File: src/rtl/seven_seg_scan.sv
// seven_seg_scan
//   Time-multiplexed driver for an N-digit common-anode 7-segment display.
//   A load strobe captures a packed hex value, decimal points and per-digit
//   blanking into a shadow copy; the shadow moves into the displayed (active)
//   copy only at a frame wrap, so a frame never shows mixed old/new data.
//   Each digit is lit for SCAN_DIV clocks, the first of which is dark (dead
//   time) to suppress ghosting.
// Ports:
//   clk        system clock, rising edge
//   rst_n      asynchronous active-low reset
//   load       capture value_in/dp_in/blank_in (held: last cycle wins)
//   value_in   packed hex nibbles, [4i+3:4i] = digit i (digit 0 rightmost)
//   dp_in      decimal point request per digit, 1 = lit
//   blank_in   force digit dark, 1 = blank
//   seg        active-low segments, seg[0]=a .. seg[6]=g
//   dp         active-low decimal point
//   an         active-low digit enables
//   frame_done 1-cycle pulse when newly loaded data becomes active
module seven_seg_scan #(
    parameter int NUM_DIGITS  = 4,
    parameter int SCAN_DIV    = 50000,
    parameter int LZ_SUPPRESS = 1
) (
    input  logic                    clk,
    input  logic                    rst_n,
    input  logic                    load,
    input  logic [4*NUM_DIGITS-1:0] value_in,
    input  logic [NUM_DIGITS-1:0]   dp_in,
    input  logic [NUM_DIGITS-1:0]   blank_in,
    output logic [6:0]              seg,
    output logic                    dp,
    output logic [NUM_DIGITS-1:0]   an,
    output logic                    frame_done
);

    localparam int PW = (SCAN_DIV > 1) ? $clog2(SCAN_DIV) : 1;
    localparam int IW = (NUM_DIGITS > 1) ? $clog2(NUM_DIGITS) : 1;
    localparam logic [PW-1:0] PRESC_LAST = PW'(SCAN_DIV - 1);
    localparam logic [IW-1:0] IDX_LAST   = IW'(NUM_DIGITS - 1);

    logic [PW-1:0]           presc;
    logic [IW-1:0]           idx;
    logic [4*NUM_DIGITS-1:0] shd_val;
    logic [NUM_DIGITS-1:0]   shd_dp;
    logic [NUM_DIGITS-1:0]   shd_blank;
    logic [4*NUM_DIGITS-1:0] act_val;
    logic [NUM_DIGITS-1:0]   act_dp;
    logic [NUM_DIGITS-1:0]   act_blank;
    logic                    pending;

    logic                    tc;
    logic                    wrap;
    logic [3:0]              cur_nib;
    logic                    cur_dp;
    logic                    cur_blank;
    logic                    cur_upper_zero;
    logic                    upper_zero;
    logic                    dark;

    function automatic logic [6:0] glyph(input logic [3:0] h);
        logic [6:0] g;
        case (h)
            4'h0: g = 7'b1000000;
            4'h1: g = 7'b1111001;
            4'h2: g = 7'b0100100;
            4'h3: g = 7'b0110000;
            4'h4: g = 7'b0011001;
            4'h5: g = 7'b0010010;
            4'h6: g = 7'b0000010;
            4'h7: g = 7'b1111000;
            4'h8: g = 7'b0000000;
            4'h9: g = 7'b0010000;
            4'hA: g = 7'b0001000;
            4'hB: g = 7'b0000011;
            4'hC: g = 7'b1000110;
            4'hD: g = 7'b0100001;
            4'hE: g = 7'b0000110;
            default: g = 7'b0001110;
        endcase
        return g;
    endfunction

    assign tc   = (presc == PRESC_LAST);
    assign wrap = tc && (idx == IDX_LAST);

    // Walk digits from the most significant down so that upper_zero holds
    // "every nibble at or above this digit is zero" when the current digit
    // is reached.
    always_comb begin
        cur_nib        = '0;
        cur_dp         = 1'b0;
        cur_blank      = 1'b0;
        cur_upper_zero = 1'b0;
        upper_zero     = 1'b1;
        for (int unsigned k = 0; k < NUM_DIGITS; k++) begin
            upper_zero = upper_zero & (act_val[4*(NUM_DIGITS-1-k) +: 4] == 4'h0);
            if (idx == IW'(NUM_DIGITS - 1 - k)) begin
                cur_nib        = act_val[4*(NUM_DIGITS-1-k) +: 4];
                cur_dp         = act_dp[NUM_DIGITS-1-k];
                cur_blank      = act_blank[NUM_DIGITS-1-k];
                cur_upper_zero = upper_zero;
            end
        end
    end

    // A lit decimal point keeps an otherwise-leading zero visible.
    assign dark = cur_blank ||
                  ((LZ_SUPPRESS != 0) && (idx != '0) && cur_upper_zero && !cur_dp);

    always_ff @(posedge clk or negedge rst_n) begin
        if (!rst_n) begin
            presc      <= '0;
            idx        <= '0;
            shd_val    <= '0;
            shd_dp     <= '0;
            shd_blank  <= '0;
            act_val    <= '0;
            act_dp     <= '0;
            act_blank  <= '0;
            pending    <= 1'b0;
            seg        <= '1;
            dp         <= 1'b1;
            an         <= '1;
            frame_done <= 1'b0;
        end else begin
            presc <= tc ? '0 : presc + 1'b1;
            if (tc) begin
                idx <= wrap ? '0 : idx + 1'b1;
            end

            if (load) begin
                shd_val   <= value_in;
                shd_dp    <= dp_in;
                shd_blank <= blank_in;
            end

            // A load on the wrap cycle bypasses the shadow so the very next
            // frame already shows it.
            frame_done <= 1'b0;
            if (wrap) begin
                if (load) begin
                    act_val    <= value_in;
                    act_dp     <= dp_in;
                    act_blank  <= blank_in;
                    frame_done <= 1'b1;
                end else if (pending) begin
                    act_val    <= shd_val;
                    act_dp     <= shd_dp;
                    act_blank  <= shd_blank;
                    frame_done <= 1'b1;
                end
                pending <= 1'b0;
            end else if (load) begin
                pending <= 1'b1;
            end

            an  <= (presc == '0) ? '1 : ~(NUM_DIGITS'(1) << idx);
            seg <= dark ? 7'h7F : glyph(cur_nib);
            dp  <= dark ? 1'b1 : ~cur_dp;
        end
    end

endmodule

File: config.mk
export PLATFORM = sky130hd
export DESIGN_NAME = seven_seg_scan
export DESIGN_NICKNAME = d
export VERILOG_FILES = /design/src/rtl/seven_seg_scan.sv
export SDC_FILE = /design/constraint.sdc
export NUM_CORES = 1
export LEC_CHECK = 0
export CAP_MARGIN = 20
export CORE_MARGIN = 2
export CORE_UTILIZATION = 45
export DETAILED_ROUTE_END_ITERATION = 10
export PLACE_DENSITY = 0.67
export SLEW_MARGIN = 0
export SYNTH_ARGS = -nofsm -noshare
export SYNTH_HDL_FRONTEND = slang
export SYNTH_SLANG_ARGS = --single-unit
File: constraint.sdc
create_clock -name clk -period 2.65 [get_ports clk]
set_input_delay 0.53 -clock clk [delete_from_list [all_inputs] [get_ports clk]]
set_output_delay 0.53 -clock clk [all_outputs]
set_load 0.02 [all_outputs]
run_1/pdn.png
Bar = 20 um. Pins as bars on the die edge.
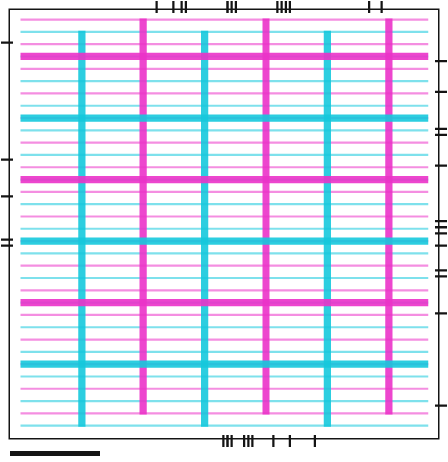
- VSS: cyan
- VDD: magenta
- rows: 33
- signal pins: 40
- met4 straps: 6

run_1/cell_classes.png
Bar = 20 um.
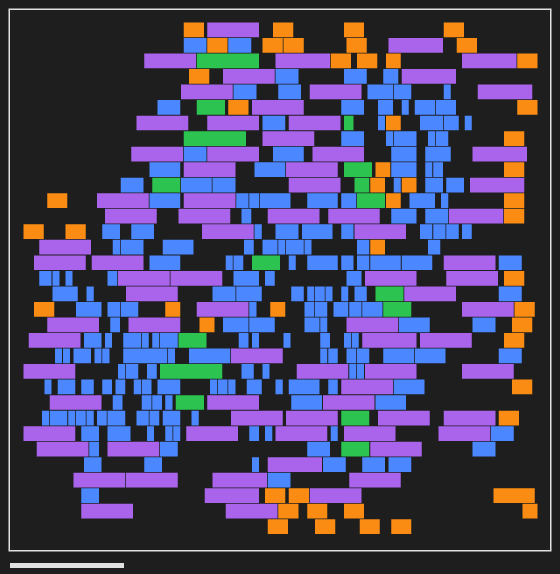
- clock drivers and dummy loads: green (cells 16; share of their area 5.8%)
- flops: purple (cells 80; share of their area 46%)
- all other logic: blue (cells 204; share of their area 37%)
- other buffers and delay cells: orange (cells 50; share of their area 11%)

run_1/clock_map.png
Bar = 20 um.
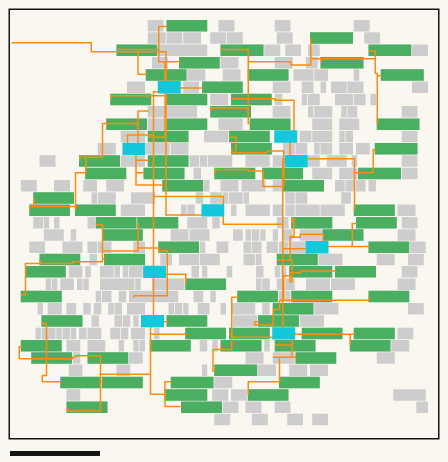
- cells driving clock nets: cyan (count 9)
- clock wires: orange (length 960 um)
- flip-flops: green (count 80)
- routed clock nets: 10

## run 1: metrics by stage
step | area, um2 | hold slack [ps] | worst slack [ps] | cells
after floorplan | 3690 | 234 | 409 | 296
after global placement | 4220 | 480 | 156 | 435
after detailed placement | 4220 | 490 | 131 | 435
after CTS | 4470 | 214 | 114 | 451
after global routing | 4500 | 223 | -13.5 | 455
final | 4500 | 194 | 237 | 455
## run 1: cells in the mapped netlist (4+ instances only)
cell                        n  area (um2)
sky130_fd_sc_hd__a21oi_1    7        35.0
sky130_fd_sc_hd__nand2_1   27         101
sky130_fd_sc_hd__nand3_1   10        50.1
sky130_fd_sc_hd__clkbuf_1   8        30.0
sky130_fd_sc_hd__mux2_2    31         349
sky130_fd_sc_hd__o22ai_1    4        25.0
sky130_fd_sc_hd__dfrtp_1   68        1700
sky130_fd_sc_hd__dfstp_2   12         315
sky130_fd_sc_hd__xnor2_1    5        43.8
sky130_fd_sc_hd__nor2_1    17        63.8
sky130_fd_sc_hd__inv_1     12        45.0
sky130_fd_sc_hd__nand2b_1   4        25.0
sky130_fd_sc_hd__o21ai_0    7        35.0
sky130_fd_sc_hd__o211ai_1   4        30.0
sky130_fd_sc_hd__xor2_1     9        78.8
sky130_fd_sc_hd__mux2_4    20         300
sky130_fd_sc_hd__nor3_1     5        25.0
sky130_fd_sc_hd__ha_1      12         150
## run 1: timing repair
action,CTS,global route
setup buffers,0,4
hold buffers,0,0
endpoints found under the setup margin,0,3
resized,0,0
## run 1: registers in the layout, summed over array words and instances, names as in the netlist
signal,flops
act_val,16
frame_done,1
act_blank,4
shd_val,16
pending,1
dp,1
shd_blank,4
act_dp,4
presc,16
an,4
idx,2
shd_dp,4
seg,7
==> changes_impl.md, run 1 <==
### Implementation results

- Antenna cells: 0
- WP depth: 9
- Fill cell total of the finished layout: about 700
- Startpoint type of the worst setup path: flip-flop
- Switching Power: 0.500 mW
- Clock Path Buffers: 2
- # nets final: 384
- Top Ports: 40
- Seq pwr: 1.26 mW
- Top logic cells by instance count in the layout: sky130_fd_sc_hd__dfrtp_1 (68), sky130_fd_sc_hd__clkdlybuf4s50_1 (38), sky130_fd_sc_hd__mux2_2 (31)
- Maximum net fanout on the critical path: 12
- Number of nets still failing antenna checks after routing: 0
- Internal: between 2 and 2.5 mW
- Netlist Area Pre-Place: 3690 um2
- Switching share of power: 0.200
- Fraction of layout cells with a size suffix above 1: 0.274
- Number of sinks on the clock net: 80
- Post-synthesis sequential area ratio: 0.546
- Share of the core filled by cells before placement: 0.456
- Cells along the critical path: inv_1 -> ha_1 -> nand2b_1 -> o211ai_1 -> inv_1 -> ha_1 -> mux2_2 -> nand2_1 -> o311ai_0
- Most frequently used flop master after synthesis: sky130_fd_sc_hd__dfrtp_1
- Pin count of the biggest net entering global routing: between 80 and 90
- Number of endpoints failing setup at the final stage: 0
- Area added between synthesis and finish: 21.8%
- Number of max-capacitance violations reported: 0
- Power density normalized to cell area: 557 nW/um2
- Wire length of the first global-routing pass: 11.4 mm
- Antenna violations before repair: 0
- # H-tree levels: 3
- Number of rows created at floorplan: 33
- Logic inverters: 12
- Post-layout minimum cycle time: 2410 ps
- Top layer reached by signal wires: met4
- Launching instance or port of the critical path: idx[1]$_DFFE_PN0N_
- Data-path buffer share of cell area in the final layout: 0.107
- R2R setup slack: 240 ps
- Clk network pwr share: 0.444
- Flip-flops with a built-in enable: 0
- Fraction of standard cell area in multi-input logic: 0.349
- Proportion of cell area spent on the clock network: 0.0565
- Post-Route M1 WL: 3.03 mm
- Metal3 WL: 239 um
- Height of the die: approximately 95 um
- Maximum cell stage delay along the critical path: around 400 ps
- Clock tree from TritonCTS: built
- Number of global-route vias before repair: 2355
- Floorplan net count: ~340
- Crit Path Category: reg2reg
- Max rail drop VDD: 216 uV
- Detail-routed net length per standard cell: 15.0 um
- IO buf count: 39
- Sequential Power Share: 0.505
- Sequential cell area share: 0.448
- Area fraction in mux cells: 0.181
- Max transition margin: 0.612
- Well tap count: 105
- Simple Share, Synth: 0.115
- Status: completed
- Total overflow reported by the global router: 0
- Final sum of negative setup slack: 0 ps
- Combinational Gates: 192
- Seq. cell area: 2020 um2
- CTS clock-pin slew for the worst setup and hold paths: around 80 ps
- Dominant power group: registers
- Number of cells in the yosys synthesis report: 296
- Dominant kind of combinational cell: multiplexers
- Clk power: 1.11 mW
- Transition time at the pin with the least slew margin: 580 ps
- Cells after Synth: 296
- Area of the chip: 8950 um2
- Starting DRT DRC Count: 92
- Classification of the worst-slack hold path: in2async
- Number of synthesis warnings: 0
- Parity-gate share of the synthesized area counting xor and xnor cells: 0.0332
- Compound-gate portion of the synthesized area: 0.0545
- Vias per cell: about 5.2
--- run 2 (diff from run 1) ---
PLACE_DENSITY = 0.76   (was 0.67)
run_2/pdn.png
Bar = 20 um. Pins as bars on the die edge.
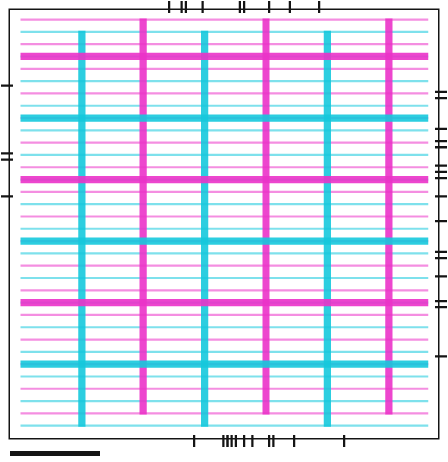
- VDD: magenta
- VSS: cyan
- met4 straps: 6
- rows: 33
- signal pins: 40

==> changes_impl.md, run 2 <==
### Implementation results

- CP Buf/Inv Count: 0
- Yosys-reported design area after synthesis: around 3700 um2
- Number of cells on the worst reg-to-reg path: 5
- CTS clock-pin slew for the worst setup and hold paths: 90 ps (about the same)
- # H-tree levels: 3 (unchanged)
- Sequential Power Share: 0.491 (-0.014)
- Classification of the worst-slack hold path: in2async
- Non-Filler Instances: 454 (-0.22%)
- Clock tree from TritonCTS: built
- Largest registers: act_val (16), presc (16), shd_val (16)
- Number of nets still failing antenna checks after routing: 0 (unchanged)
- Height of the die: 94.6 um (unchanged)
- Vias per cell: 5.23 (about the same)
- Highest attainable clock frequency: 410 MHz
- Floorplan net count: 335 (unchanged)
- Number of cells in the yosys synthesis report: 296 (unchanged)
- Final core utilization: 0.559
- Logic inverters: 12 (unchanged)
- Area added between synthesis and finish: 22.5%
- Core region area: 8090 um2
- Hold slack final: 116 ps (-77.4 ps)
- Most used logic cell in the final layout: sky130_fd_sc_hd__dfrtp_1
- Source of the worst register-to-register timing path: presc[10]$_DFF_PN0_
- Leakage power figure: 2.09 nW
- Most instantiated library cell after synthesis: sky130_fd_sc_hd__dfrtp_1
- Post-layout minimum cycle time: 2440 ps (+25.8 ps)
- Biggest cell category by area in the final layout: sequential cells
- Number of rows created at floorplan: 33 (unchanged)
- Final Hold Vio Count: 0
- Pin count of the biggest net entering global routing: 45 (-44%)
- Area of the multi-input gates: ~1600 um2
- Detail-routed net length per standard cell: 15.0 um (+0.16%)
- Setup ws final: 212 ps (-25.8 ps)
- WP depth: 5 (-4)
- Internal: 2.08 mW (+3.7%)
- Critical Path Sink Type: flip-flop
- Fraction of layout cells with a size suffix above 1: 0.278 (+0.00365)
- Max transition margin: 0.585 (-0.0273)
- Number of endpoints failing setup at the final stage: 0 (unchanged)
- Cell area after placement: 4220 um2 (unchanged)
- Antenna cells: 0 (unchanged)
- Endpoint required time on the critical path: 2880 ps
- Comb pwr share: 0.050
- Top logic cells by instance count in the layout: sky130_fd_sc_hd__dfrtp_1 (67), sky130_fd_sc_hd__clkdlybuf4s50_1 (38), sky130_fd_sc_hd__mux2_2 (31)
- Number of sinks on the clock net: 80 (unchanged)
- Switching share of power: 0.193 (-0.00680)
- Maximum cell stage delay along the critical path: 550 ps (+140 ps)
- Total power after layout: around 2.6 mW
- Max rail drop VDD: 289 uV (+34%)
- Starting DRT DRC Count: 129 (+40%)
- Area of the chip: 8950 um2 (unchanged)
- Seq. cell area: 2020 um2 (about the same)
- Crit Path Category: reg2reg
- Reg2Reg Capture Point: act_val[7]$_DFFE_PN0P_
- Startpoint type of the worst setup path: flip-flop
- Routed Wire Length: approximately 6.8 mm
- Combinational Gates: 192 (unchanged)
- Number of max-capacitance violations reported: 0 (unchanged)
- Well tap count: 105 (unchanged)
- Plain + repair buffers: roughly 49
- Detailed-router iteration count before antenna repair: 5
- Number of instances in the placed design: 435 (unchanged)
- DR vias: 2375
- Max stage delay cell, worst path: sky130_fd_sc_hd__or4_4
- Power density normalized to cell area: 569 nW/um2 (+2.2%)
- Total overflow reported by the global router: 0 (unchanged)
- Overall global routing resource usage: 0.169
- Latest clock arrival within the worst-skew pair: ~350 ps
- RSZ-0062 raised after global routing: false
- Share of the core filled by cells before placement: 0.456 (unchanged)
- Clk network pwr share: 0.458 (+0.014)
- Cells along the critical path: or4_4 -> nor4_4 -> and3_4 -> nand3b_4 -> mux2_4
- Final sum of negative setup slack: 0 ps (unchanged)
- Antenna violations before repair: 0 (unchanged)
- Switching Power: 0.497 mW (-0.71%)
- Transition time at the pin with the least slew margin: 620 ps (+39.3 ps)
- Number of design rule violations left after detail routing: 0
- Width of the die: about 95 um
- IO buf count: 39 (unchanged)
- Clock Path Buffers: 2 (unchanged)
- Last weighted congestion value of the routability-driven placer: ~0.87
- Top Ports: 40 (unchanged)
- Fill cell total of the finished layout: 683 (-2.7%)
- Proportion of cell area spent on the clock network: 0.0597 (+0.00328)
- Commonest cells post-synth: sky130_fd_sc_hd__dfrtp_1 (68), sky130_fd_sc_hd__mux2_2 (31), sky130_fd_sc_hd__nand2_1 (27)
- CP delay by family, top: simple AND/OR/NAND/NOR gates
- Mapped Avg Cell Area: 12.5 um2
- R2R setup slack: 210 ps (-30 ps)
- Flip-flops with a built-in enable: 0 (unchanged)
- Wire length of the first global-routing pass: 11.5 mm (+0.73%)
- Sequential cell area share: 0.446 (-0.00220)
- Layout clock buffer count: 11
- Proportion of synthesized flip-flops having asynchronous set or reset: 1.00
- Dominant cell type by area after synthesis: sky130_fd_sc_hd__dfrtp_1
- Main area contributors: sky130_fd_sc_hd__dfrtp_1 (46%), sky130_fd_sc_hd__mux2_2 (9.5%), sky130_fd_sc_hd__dfstp_2 (8.5%), sky130_fd_sc_hd__mux2_4 (8.1%), sky130_fd_sc_hd__ha_1 (4.1%)
- Worst slack at placement: 142 ps (+10.5 ps)
- Cells after Synth: 296 (unchanged)
- Launching instance or port of the critical path: presc[10]$_DFF_PN0_
- # nets final: 383 (-0.26%)
- Area share of the largest cell type after synthesis: 0.461 (unchanged)
- Most frequently used flop master after synthesis: sky130_fd_sc_hd__dfrtp_1
- Netlist Area Pre-Place: 3690 um2 (unchanged)
- Cts bufs inserted: 9
- Post-detail-place hpwl: ~4.8 mm
- Area of all placed cells without fillers: 4520 um2 (+0.56%)
- Final cycle utilization of the critical path: 0.920
- Critical path capture point: act_val[7]$_DFFE_PN0P_
- Data-path buffer share of cell area in the final layout: 0.105 (-0.00225)
- Status: completed
- Number of warnings the tools reported: 35
- Clock skew: 18.8 ps
- Maximum net fanout on the critical path: 22 (+10)
- Number of synthesis warnings: 0 (unchanged)
- Fraction of standard cell area in multi-input logic: 0.350 (+0.00139)
- Number of global-route vias before repair: 2434 (+3.4%)
- Post-synthesis sequential area ratio: 0.546 (unchanged)
- Unique masters post-synth: 38
==> run 2: cell counts after synthesis <==
No cell type changed its count.
==> run 2: cells by family (layout without fill, tap and decap cells) <==
kind of cell / count (synthesis) / after routing / synth area share
DFF: 80 / 80 / 0.546
and+or+nand+nor: 81 / 81 / 0.115
AOI/OAI and AO/OA: 32 / 32 / 0.0545
adders and majority gates: 12 / 12 / 0.0406
buffers and inverters: 24 / 77 / 0.0291
xor gates and xnor gates: 14 / 14 / 0.0332
muxes: 53 / 53 / 0.181
==> run 2: metal layers <==
metal / global-route usage / share of wire
met5: 0 / 0
met4: 0.0688 / 0.013
met3: 0.0599 / 0.056
met2: 0.276 / 0.51
met1: 0.205 / 0.42
==> run 2: what timing repair did <==
action                                  4_1_cts  5_1_grt
resized                                       0        4
endpoints found under the setup margin        0        3
buffers inserted                              0        3
hold buffers                                  0        0
==> run 2: power by group through the flow <==
| stage | clock network, mW | logic, mW | registers, mW |
|---|---|---|---|
| 3_5_place_dp | 0 | 0.135 | 1.29 |
| 6_report | 1.18 | 0.130 | 1.26 |
| 2_1_floorplan | 0 | 0.0531 | 1.29 |
| 4_1_cts | 1.20 | 0.135 | 1.27 |
| 3_3_place_gp | 0 | 0.131 | 1.29 |
| 5_1_grt | 1.26 | 0.144 | 1.27 |
==> run 2: worst register-to-register path, stage by stage, from the launching register on <==
cell	delay, ps
sky130_fd_sc_hd__dfrtp_1	410
sky130_fd_sc_hd__or4_4	560
sky130_fd_sc_hd__nor4_4	200
sky130_fd_sc_hd__and3_4	340
sky130_fd_sc_hd__nand3b_4	380
sky130_fd_sc_hd__mux2_4	450
Power and IR drop assume default switching activity.
